--- src/rtl/serial_add_pkg.sv ---
// Shared types and constants for the bit-serial adder controller.
package serial_add_pkg;

  typedef enum logic [1:0] {
    IDLE  = 2'd0,
    SHIFT = 2'd1,
    FIN   = 2'd2
  } state_t;

  localparam int DEFAULT_WIDTH = 8;
  localparam int CNT_W         = $clog2(DEFAULT_WIDTH);

  // Counter only has to reach w-1, so $clog2(w) bits are enough (min 1).
  function automatic int cnt_width(input int w);
    return (w < 2) ? 1 : $clog2(w);
  endfunction

endpackage

--- src/rtl/fa_sch.sv ---
// Single-bit full-adder cell used as the bit slice of the serial adder.
module fa_sch (
  input  logic x,
  input  logic y,
  input  logic cprev,
  output logic res,
  output logic cnext
);

  assign res   = x ^ y ^ cprev;
  assign cnext = (x & y) | (cprev & (x ^ y));

endmodule

--- src/rtl/serial_add_ctrl.sv ---
// Bit-serial adder controller: sequences one fa_sch over WIDTH bits, LSB first.
// Optional signed-overflow flag when SERIAL_ADD_OVF_EN is defined.
module serial_add_ctrl
  import serial_add_pkg::*;
#(
  parameter int WIDTH = DEFAULT_WIDTH
) (
  input  logic             clk,
  input  logic             rst,
  input  logic             start,
  input  logic [WIDTH-1:0] a,
  input  logic [WIDTH-1:0] b,
  input  logic             cin,
  output logic             busy,
  output logic             done,
  output logic [WIDTH-1:0] sum,
  output logic             cout
`ifdef SERIAL_ADD_OVF_EN
  ,
  output logic             ovf
`endif
);

  localparam int CW = cnt_width(WIDTH);

  state_t           state;
  logic [WIDTH-1:0] a_sh;
  logic [WIDTH-1:0] b_sh;
  logic             carry;
  logic [CW-1:0]    cnt;
  logic             res;
  logic             cnext;

  fa_sch u_fa (
    .x     (a_sh[0]),
    .y     (b_sh[0]),
    .cprev (carry),
    .res   (res),
    .cnext (cnext)
  );

  // The last SHIFT edge is the one that sees cnt == WIDTH-1; carry still
  // holds the carry into the MSB there, cnext is the carry out of it.
  always_ff @(posedge clk or posedge rst) begin
    if (rst) begin
      state <= IDLE;
      a_sh  <= '0;
      b_sh  <= '0;
      carry <= 1'b0;
      cnt   <= '0;
      sum   <= '0;
      cout  <= 1'b0;
      busy  <= 1'b0;
      done  <= 1'b0;
`ifdef SERIAL_ADD_OVF_EN
      ovf   <= 1'b0;
`endif
    end else begin
      case (state)
        IDLE: begin
          if (start) begin
            a_sh  <= a;
            b_sh  <= b;
            carry <= cin;
            cnt   <= '0;
            sum   <= '0;
            busy  <= 1'b1;
            state <= SHIFT;
`ifdef SERIAL_ADD_OVF_EN
            ovf   <= 1'b0;
`endif
          end
        end
        SHIFT: begin
          a_sh  <= a_sh >> 1;
          b_sh  <= b_sh >> 1;
          sum   <= {res, sum[WIDTH-1:1]};
          carry <= cnext;
          cnt   <= cnt + CW'(1);
          if (cnt == CW'(WIDTH - 1)) begin
            state <= FIN;
            busy  <= 1'b0;
            done  <= 1'b1;
            cout  <= cnext;
`ifdef SERIAL_ADD_OVF_EN
            ovf   <= cnext ^ carry;
`endif
          end
        end
        FIN: begin
          done  <= 1'b0;
          state <= IDLE;
        end
        default: begin
          busy  <= 1'b0;
          done  <= 1'b0;
          state <= IDLE;
        end
      endcase
    end
  end

endmodule

--- config.mk ---
export PLATFORM = sky130hd
export DESIGN_NAME = serial_add_ctrl
export DESIGN_NICKNAME = d
export VERILOG_FILES = /design/src/rtl/serial_add_pkg.sv /design/src/rtl/fa_sch.sv /design/src/rtl/serial_add_ctrl.sv
export SDC_FILE = /design/constraint.sdc
export NUM_CORES = 1
export LEC_CHECK = 0
export CORE_MARGIN = 4
export CORE_UTILIZATION = 45
export DETAILED_ROUTE_END_ITERATION = 8
export GPL_TIMING_DRIVEN = 0
export PLACE_DENSITY = 0.79
export SYNTH_ARGS = -nofsm -noshare
export SYNTH_HDL_FRONTEND = slang
export SYNTH_SLANG_ARGS = --single-unit
--- constraint.sdc ---
create_clock -name clk -period 1.4 [get_ports clk]
set_input_delay 0.28 -clock clk [delete_from_list [all_inputs] [get_ports clk]]
set_output_delay 0.28 -clock clk [all_outputs]
set_load 0.005 [all_outputs]
Figure 1. Routed clock nets over the placement (run 1).
Bar = 20 um.
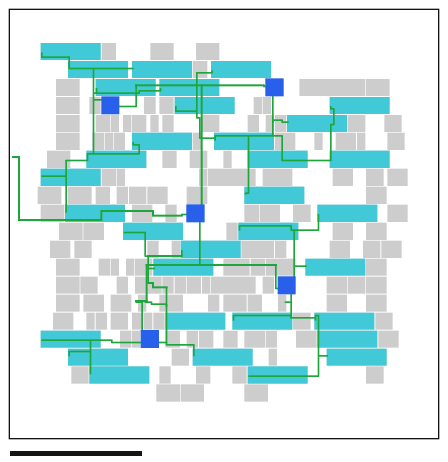
clock-net drivers: in blue, count 5. flip-flops: in cyan, count 33. clock wires: in green, length 404 um.
There are 6 routed clock nets.
Insertion Delay late pin: 330 ps
proportion of power drawn by the clock network: 12.9%
worst clock skew: 2.66 ps
clock group power: 0.000508 W

Figure 2. Wiring by layer (run 1).
Bar = 20 um.
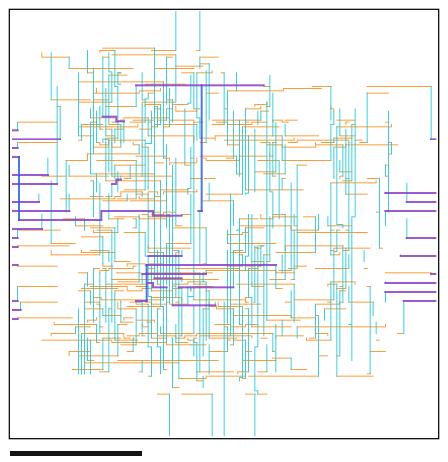
M1: in orange, wire length 1370 um. M3: in purple, wire length 203 um. M2: in cyan, wire length 1680 um. M4: in blue, wire length 34.0 um.
wirelength, routed: 3290 um
combined global-route utilization of all metal layers: 17.3%
total via count after detailed routing: 1206
routed len/inst: 14.8 um

==> impl_report.txt, run 1 <==
IMPLEMENTATION SUMMARY REPORT
----------------------------------------------------
[Floorplan]
  Number of cell rows ........................ 20
  Core area ........................ 3080 sq um
  Die outline area ........................ 4190 sq um
  Num ports ........................ 31

[Job]
  Number of logged tool warnings ........................ 26

[Timing]
  Slew Limit Headroom ........................ 72.7%
  Hold violation total from the final report ........................ 0
  RSZ-0062 raised after global routing ........................ no
  Maximum clock frequency ........................ 0.768 GHz

[Clock network]
  TritonCTS clock tree ........................ yes
  Post-cts resize count ........................ 11
  Clock transition at path regs ........................ 90 ps

[Cells and area]
  Share of the final layout cell area in multi-input gates ........................ between 20% and 30%
  Final instance count without filler cells ........................ 222
  Fillcell total ........................ between 200 and 300
  Share of cells above drive strength 1 ........................ 15.7%
  Signal buf overhead ........................ roughly 23%
  Flip-flops ........................ 33

[Yosys]
  Post-synthesis instance area ........................ 1450 sq um
  Compound-gate portion of the synthesized area ........................ 24.8%

[Worst setup path]
  Reg-to-reg setup timing slack ........................ 110 ps
  Worst-path maximum fanout ........................ 10
  Crit path depth ........................ 5

[Global routing]
  GRT met1 Usage ........................ 20.6%
  Met2 usage ........................ 29.9%

[Power and ir drop]
  Proportion of total power due to net switching ........................ a little over a third
  Portion of total power attributed to combinational logic ........................ 46.1%

[Detailed routing]
  Met3 layer wire length in the routed design ........................ about 200 um

[Placement]
  Setup slack at placement ........................ -358 ps
  Instance area at placement ........................ 1810 sq um

[Outcome]
  Result of the run ........................ finished clean

----------------------------------------------------
Figure 3. Sequential cells coloured by netlist name (run 1).
Other sequential cells in the stronger grey, the rest of the logic in the fainter grey.
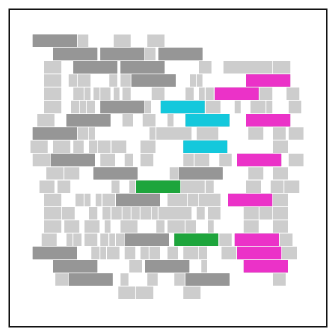
`cnt`: in cyan, placed flops 3. `state`: in green, placed flops 2. `sum`: in magenta, placed flops 8.
power in sequential cells: 0.00161 W
footprint of the flip-flops and latches: 826 sq um
Core Util, Final: 63.1%
sequential share of cell area: 42.5%

## Run 2: what changed since run 1
ABC_AREA = 0   (was unset)
Figure 4. Pin placement (run 2).
Pins as bars across the die edge, other pins in grey.
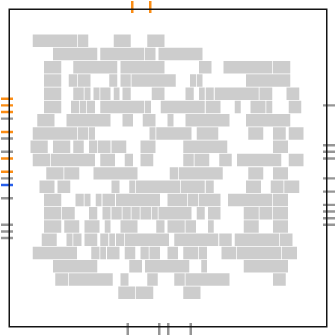
`b`: in orange, pins 8, direction input, edge 6 left, 2 top. `busy`: in blue, pins 1, direction output, edge left.
All pins by edge: 15 left, 10 right, 4 bottom, 2 top.

Figure 5. Sequential cells coloured by netlist name (run 2).
Other sequential cells in the stronger grey, the rest of the logic in the fainter grey.
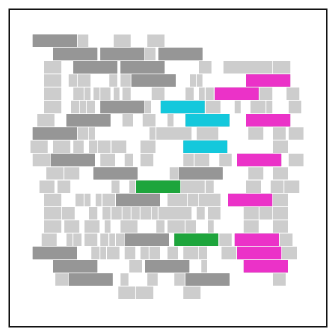
`cnt`: in cyan, placed flops 3. `state`: in green, placed flops 2. `sum`: in magenta, placed flops 8.

==> impl_report.txt, run 2 <==
IMPLEMENTATION SUMMARY REPORT
----------------------------------------------------
[Job]
  Number of logged tool warnings ........................ 26 (unchanged)

[Yosys]
  Post-synthesis instance area ........................ 1450 sq um (unchanged)
  Compound-gate portion of the synthesized area ........................ 24.8% (unchanged)

[Cells and area]
  Share of cells above drive strength 1 ........................ 15.7% (unchanged)
  Fillcell total ........................ 276 (unchanged)
  Signal buf overhead ........................ 22.5% (unchanged)

[Timing]
  RSZ-0062 raised after global routing ........................ no
  Slew Limit Headroom ........................ 72.7% (unchanged)
  Hold violation total from the final report ........................ 0 (unchanged)

[Power and ir drop]
  Proportion of power drawn by the clock network ........................ 12.9% (about the same)
  Proportion of total power due to net switching ........................ 35.4% (unchanged)
  Clock group power ........................ 0.000508 W (about the same)

[Worst setup path]
  Worst-path maximum fanout ........................ 10 (unchanged)

[Outcome]
  Result of the run ........................ finished clean

[Floorplan]
  Number of cell rows ........................ 20 (unchanged)
  Core area ........................ 3080 sq um (unchanged)

[Detailed routing]
  Total via count after detailed routing ........................ 1206 (unchanged)
  Met3 layer wire length in the routed design ........................ 203 um (unchanged)
  Wirelength, routed ........................ 3290 um (unchanged)

[Clock network]
  Clock transition at path regs ........................ 90 ps (about the same)

[Placement]
  Instance area at placement ........................ 1810 sq um (unchanged)

[Global routing]
  GRT met1 Usage ........................ 20.6% (unchanged)

----------------------------------------------------
Figure 6. Routed clock nets over the placement (run 2).
Bar = 20 um.
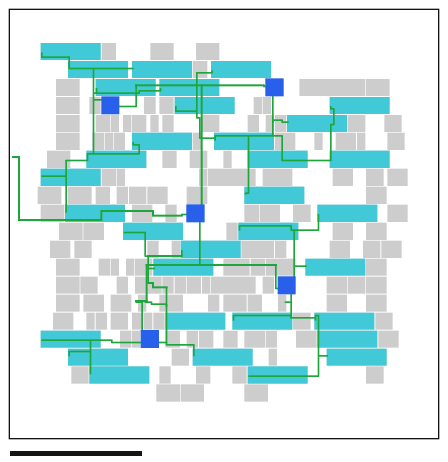

## Run 3: what changed since run 2
==> constraint.sdc (replaced) <==
create_clock -name clk -period 1.3 [get_ports clk]
set_input_delay 0.26 -clock clk [delete_from_list [all_inputs] [get_ports clk]]
set_output_delay 0.26 -clock clk [all_outputs]
set_load 0.01 [all_outputs]
Figure 7. Routed clock nets over the placement (run 3).
Bar = 20 um.
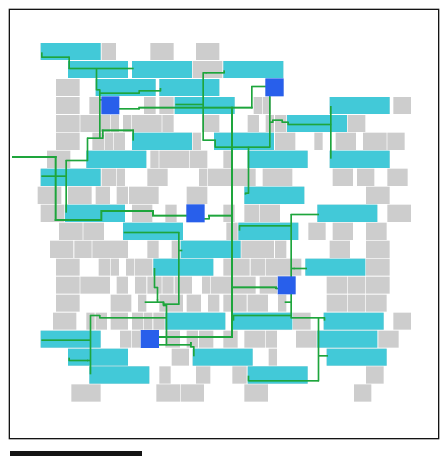
clock-net drivers: in blue, count 5. clock wires: in green, length 406 um. flip-flops: in cyan, count 33.
There are 6 routed clock nets.

==> impl_report.txt, run 3 <==
IMPLEMENTATION SUMMARY REPORT
----------------------------------------------------
[Outcome]
  Result of the run ........................ finished clean

[Power and ir drop]
  Proportion of power drawn by the clock network ........................ 12.3% (-0.6 points)
  Proportion of total power due to net switching ........................ 36.6% (+1.3 points)
  Clock group power ........................ 0.000549 W (+8.1%)
  Leakage power ........................ 0.893 nW

[Floorplan]
  Number of cell rows ........................ 20 (unchanged)
  Tapcell Cnt ........................ 44

[Timing]
  Final setup fails ........................ 0
  Actual slew at the worst max-slew pin ........................ 693 ps
  Hold violation total from the final report ........................ 0 (unchanged)
  Final period util ........................ a little over nine tenths
  RSZ-0062 raised after global routing ........................ yes
  Slew Limit Headroom ........................ 53.7% (-19 points)

[Cells and area]
  Final instance count without filler cells ........................ 222
  Share of cells above drive strength 1 ........................ 21.9% (+6.2 points)
  Registers with the most flip-flops ........................ a_sh: 8 flops, b_sh: 8 flops, sum: 8 flops
  Top Layout Cells ........................ sky130_fd_sc_hd__dfrtp_1, sky130_fd_sc_hd__clkdlybuf4s50_1, sky130_fd_sc_hd__a21oi_1, sky130_fd_sc_hd__buf_4, sky130_fd_sc_hd__a22o_1
  Fillcell total ........................ 269 (-2.5%)
  Signal buf overhead ........................ 21.6% (-0.96 points)

[Global routing]
  Combined global-route utilization of all metal layers ........................ 17.1%
  Remaining Overflow, GRT ........................ 0
  GRT met1 Usage ........................ 21.0% (+0.45 points)

[Yosys]
  Library cell with the highest instance count after synthesis ........................ sky130_fd_sc_hd__dfrtp_1
  Post-synthesis chip area from yosys ........................ 1450 sq um
  Biggest combinational cell group after synthesis ........................ AND-OR/OR-AND gates
  Area share of the largest cell type after synthesis ........................ 56.9%
  Compound-gate portion of the synthesized area ........................ 24.8% (unchanged)
  Post-synthesis instance area ........................ 1450 sq um (unchanged)

[Worst setup path]
  Worst-path maximum fanout ........................ 5 (-5)
  Endpoint class of the critical path ........................ register
  Delay of the slowest cell on the worst path ........................ ~530 ps
  Crit path depth ........................ 4

[Job]
  Number of logged tool warnings ........................ 27 (+3.8%)

[Placement]
  Post-placement cell count ........................ 204
  Number of input and output port buffers inserted ........................ 30
  Instance area at placement ........................ 1810 sq um (unchanged)

[Detailed routing]
  Total via count after detailed routing ........................ 1206 (unchanged)

[Clock network]
  Clock transition at path regs ........................ 100 ps (about the same)

----------------------------------------------------
Figure 8. Sequential cells coloured by netlist name (run 3).
Other sequential cells in the stronger grey, the rest of the logic in the fainter grey.
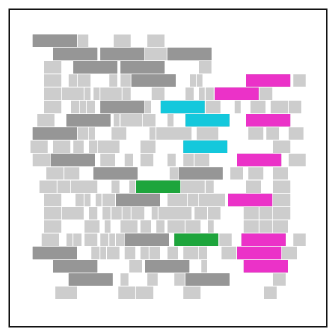
`sum`: in magenta, placed flops 8. `state`: in green, placed flops 2. `cnt`: in cyan, placed flops 3.
sequential share of cell area: 41.5%
Core Util, Final: 64.6%
power in sequential cells: 0.00177 W

Power is estimated from default activity; no workload was simulated.
